--- src/rtl/mem_map_pkg.sv ---
// Shared memory map and dump-engine state encoding, common to the memory
// controller and the image dump engine.
package mem_map_pkg;

    localparam int unsigned ROM_BASE  = 0;
    localparam int unsigned ROM_LAST  = 152099;
    localparam int unsigned RAM_BASE  = 152100;
    localparam int unsigned RAM_LAST  = 304455;
    localparam int unsigned IMG_WORDS = 152100;

    localparam int unsigned IDX_W = 18;

    typedef enum logic [2:0] {
        IDLE  = 3'd0,
        FETCH = 3'd1,
        SEND  = 3'd2,
        NEXT  = 3'd3,
        DONE  = 3'd4
    } dump_state_e;

endpackage

--- src/rtl/image_dump_engine_if.sv ---
// Memory-controller read port plus downstream byte stream of the dump engine.
interface image_dump_engine_if;

    logic        start;
    logic        bus_own;
    logic [31:0] mem_addr;
    logic [31:0] mem_rd;
    logic [7:0]  tx_data;
    logic        tx_valid;
    logic        tx_ready;
    logic        busy;
    logic        done;

    modport master (
        input  start, mem_rd, tx_ready,
        output bus_own, mem_addr, tx_data, tx_valid, busy, done
    );

    modport slave (
        output start, mem_rd, tx_ready,
        input  bus_own, mem_addr, tx_data, tx_valid, busy, done
    );

endinterface

--- src/rtl/image_dump_engine.sv ---
// Streams NUM_WORDS low bytes from memory starting at BASE_ADDR, one
// fetch/send/advance triple per word, with a valid/ready output handshake.
module image_dump_engine
    import mem_map_pkg::*;
#(
    parameter int unsigned BASE_ADDR = RAM_BASE,
    parameter int unsigned NUM_WORDS = IMG_WORDS
) (
    input  logic                clk,
    input  logic                reset,
    image_dump_engine_if.master bus
);

    localparam logic [IDX_W-1:0] LAST_IDX = IDX_W'(NUM_WORDS - 1);
    localparam logic [31:0]      BASE_W   = 32'(BASE_ADDR);

    dump_state_e      state_q;
    logic [IDX_W-1:0] idx_q;
    logic [7:0]       tx_data_q;
    logic             tx_valid_q;
    logic             bus_own_q;
    logic [31:0]      mem_addr_q;
    logic             busy_q;
    logic             done_q;

    // Outputs are registered, so each transition loads the values the
    // destination state must present during its own cycle.
    always_ff @(posedge clk) begin
        if (reset) begin
            state_q    <= IDLE;
            idx_q      <= '0;
            tx_data_q  <= '0;
            tx_valid_q <= 1'b0;
            bus_own_q  <= 1'b0;
            mem_addr_q <= '0;
            busy_q     <= 1'b0;
            done_q     <= 1'b0;
        end else begin
            done_q <= 1'b0;
            case (state_q)
                IDLE: begin
                    if (bus.start) begin
                        state_q    <= FETCH;
                        idx_q      <= '0;
                        bus_own_q  <= 1'b1;
                        mem_addr_q <= BASE_W;
                        busy_q     <= 1'b1;
                    end
                end
                FETCH: begin
                    tx_data_q  <= bus.mem_rd[7:0];
                    tx_valid_q <= 1'b1;
                    bus_own_q  <= 1'b0;
                    mem_addr_q <= '0;
                    state_q    <= SEND;
                end
                SEND: begin
                    if (bus.tx_ready) begin
                        tx_valid_q <= 1'b0;
                        state_q    <= NEXT;
                    end
                end
                NEXT: begin
                    if (idx_q == LAST_IDX) begin
                        state_q <= DONE;
                        done_q  <= 1'b1;
                    end else begin
                        idx_q      <= idx_q + 1'b1;
                        bus_own_q  <= 1'b1;
                        mem_addr_q <= BASE_W + {{(32-IDX_W){1'b0}}, idx_q + 1'b1};
                        state_q    <= FETCH;
                    end
                end
                DONE: begin
                    busy_q  <= 1'b0;
                    state_q <= IDLE;
                end
                default: begin
                    state_q    <= IDLE;
                    tx_valid_q <= 1'b0;
                    bus_own_q  <= 1'b0;
                    mem_addr_q <= '0;
                    busy_q     <= 1'b0;
                end
            endcase
        end
    end

    assign bus.bus_own  = bus_own_q;
    assign bus.mem_addr = mem_addr_q;
    assign bus.tx_data  = tx_data_q;
    assign bus.tx_valid = tx_valid_q;
    assign bus.busy     = busy_q;
    assign bus.done     = done_q;

endmodule
--- src/flat_wrapper.sv ---
// flat-port wrapper written by rule: the top's interface ports become plain ports
module image_dump_engine_flat import mem_map_pkg::*;
#(
    parameter int unsigned BASE_ADDR = RAM_BASE,
    parameter int unsigned NUM_WORDS = IMG_WORDS
)
  (clk, reset, bus_start, bus_mem_rd, bus_tx_ready, bus_bus_own, bus_mem_addr, bus_tx_data, bus_tx_valid, bus_busy, bus_done);
  image_dump_engine_if bus_i ();
  input  logic clk;
  input  logic reset;
  input wire logic [$bits(bus_i.start)-1:0] bus_start;
  input wire logic [$bits(bus_i.mem_rd)-1:0] bus_mem_rd;
  input wire logic [$bits(bus_i.tx_ready)-1:0] bus_tx_ready;
  output wire logic [$bits(bus_i.bus_own)-1:0] bus_bus_own;
  output wire logic [$bits(bus_i.mem_addr)-1:0] bus_mem_addr;
  output wire logic [$bits(bus_i.tx_data)-1:0] bus_tx_data;
  output wire logic [$bits(bus_i.tx_valid)-1:0] bus_tx_valid;
  output wire logic [$bits(bus_i.busy)-1:0] bus_busy;
  output wire logic [$bits(bus_i.done)-1:0] bus_done;
  assign bus_i.start = bus_start;
  assign bus_i.mem_rd = bus_mem_rd;
  assign bus_i.tx_ready = bus_tx_ready;
  assign bus_bus_own = bus_i.bus_own;
  assign bus_mem_addr = bus_i.mem_addr;
  assign bus_tx_data = bus_i.tx_data;
  assign bus_tx_valid = bus_i.tx_valid;
  assign bus_busy = bus_i.busy;
  assign bus_done = bus_i.done;
  image_dump_engine #(.BASE_ADDR(BASE_ADDR), .NUM_WORDS(NUM_WORDS)) u_core (.clk(clk), .reset(reset), .bus(bus_i));
endmodule
--- config.mk ---
export PLATFORM = sky130hd
export DESIGN_NAME = image_dump_engine_flat
export DESIGN_NICKNAME = d
export VERILOG_FILES = /design/src/rtl/mem_map_pkg.sv /design/src/rtl/image_dump_engine_if.sv /design/src/rtl/image_dump_engine.sv /design/src/flat_wrapper.sv
export SDC_FILE = /design/constraint.sdc
export NUM_CORES = 1
export LEC_CHECK = 0
export ABC_CLOCK_PERIOD_IN_PS = 5000
export CAP_MARGIN = 20
export CELL_PAD_IN_SITES_DETAIL_PLACEMENT = 1
export CELL_PAD_IN_SITES_GLOBAL_PLACEMENT = 2
export CORE_MARGIN = 2
export CORE_UTILIZATION = 30
export DETAILED_ROUTE_END_ITERATION = 7
export GPL_TIMING_DRIVEN = 1
export PLACE_DENSITY = 0.94
export SLEW_MARGIN = 20
export SYNTH_ARGS = -nofsm -noshare
export SYNTH_HDL_FRONTEND = slang
export SYNTH_SLANG_ARGS = --single-unit
--- constraint.sdc ---
create_clock -name clk -period 5 [get_ports clk]
set_input_delay 1 -clock clk [delete_from_list [all_inputs] [get_ports clk]]
set_output_delay 1 -clock clk [all_outputs]
set_load 0.01 [all_outputs]
layer_met1.png
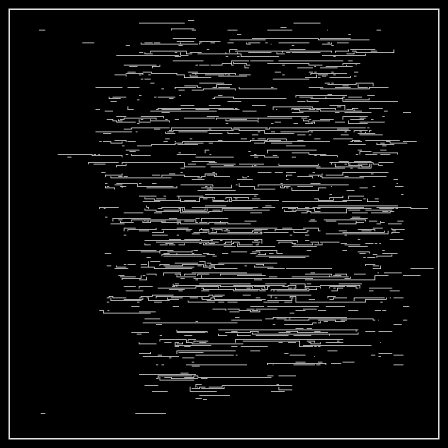
- longest straight run: 34.0 um
- share of all routed wire: 47%
routed wire length: 8.42 mm
met1 routing resource usage after global routing: 0.198

layer_met2.png
Bar = 20 um.
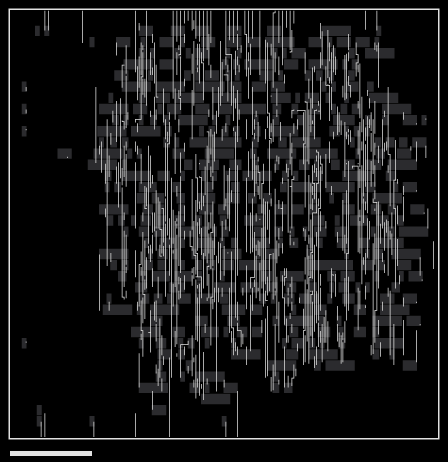
- wire length on this layer: 4150 um
- nets with wire on the layer: 376
total vias in the final route: 2783
routing usage on met2: 0.274

==> notes.md <==
impl run done, here's what came out: status finished clean, number of synthesis warnings 0, vertical extent of the die 104 um, Met1 Routed Length 3.93 mm, top cell types by occurrence after synthesis dfxtp_1, nand2_1, nor2_1, Arrival @ worst endpoint 3.59 ns, most frequent logic cell in the layout dfxtp_1, synthesized cell area 3020 sq um, Yosys reg bits 52, crit path from u_core.idx_q[0]$_SDFFE_PP0P_, start point of the worst min-delay path u_core.bus.mem_addr[2]$_SDFFE_PP0P_, via count of the first global-routing pass 2819, post-route minimum period 3.38 ns, area overhead of the layout relative to synthesis 17.6%, WS Path Type reg -> reg, largest net degree at the start of global routing 51, count of boundary I/O pins 80, depth of the worst register-to-register path 9, Post-synth EDFFs 0, most numerous cell in the Yosys netlist dfxtp_1, endpoint of the worst setup timing path u_core.bus.mem_addr[14]$_SDFFE_PP0P_, busiest metal layer after global routing met2, via density per instance 5.14, layout net count 445, yosys stat cell total 380, ratio of total power to cell area 247 nW/um^2, root cell of the clock tree clkbuf_8
worst max-delay path: stages, from the launching register on:
cell and delay (ns):
dfxtp_1 0.51, ha_1 0.53, inv_1 0.25, nor4b_1 0.43
nand4_1 0.34, nor2_1 0.23, a21o_1 0.53, a21o_1 0.25
nand4bb_1 0.13, o211ai_1 0.08
layout make-up:
class	instances	area (sq um)	area share
multi-input cells	295	1780	0.500
flip-flops and latches	52	1040	0.293
repair buffers	43	423	0.119
well taps	133	166	0.0468
clock buffers	6	72.6	0.0204
clock inverters	2	38.8	0.0109
inverters	10	37.5	0.0106
cell families after synthesis:
logic type | count (synthesis) | synth area share
AOI/OAI and AO/OA | 92 | 0.200
xor gates and xnor gates | 27 | 0.0832
adders and majority gates | 2 | 0.00828
buffers and inverters | 45 | 0.0828
DFF | 52 | 0.344
muxes | 1 | 0.00331
other | 1 | 0.00124
and+or+nand+nor | 160 | 0.276
sequential cells by signal, summed over array words and instances (netlist names):
register             cells
u_core.idx_q            18
u_core.bus.bus_own       1
u_core.bus.mem_addr     19
u_core.bus.done          1
u_core.bus.tx_valid      1
u_core.bus.busy          1
u_core.bus.tx_data       8
u_core.state_q           3
report_power, final:
group	switching [W]	internal, W	leakage (nW)	total (W)
sequential	0.0000136	0.000431	0.422	0.000444
clock	0.000154	0.000152	0.0558	0.000306
combinational	0.0000753	0.0000534	0.736	0.000129
metrics by stage:
stage                      util  area (sq um)  worst slack, ns  hold WS, ns  power [W]
after floorplan               -          3070             2.47        0.476   0.000532
after global placement    0.352          3440             1.78        0.439   0.000580
after detailed placement  0.352          3440             1.68        0.445   0.000583
after CTS                 0.364          3560             1.63        0.459   0.000889
after global routing      0.364          3560             1.35        0.484   0.000924
final                     0.364          3560             1.62        0.456   0.000879
No activity file was given, so power comes from the tool's default toggle rates.
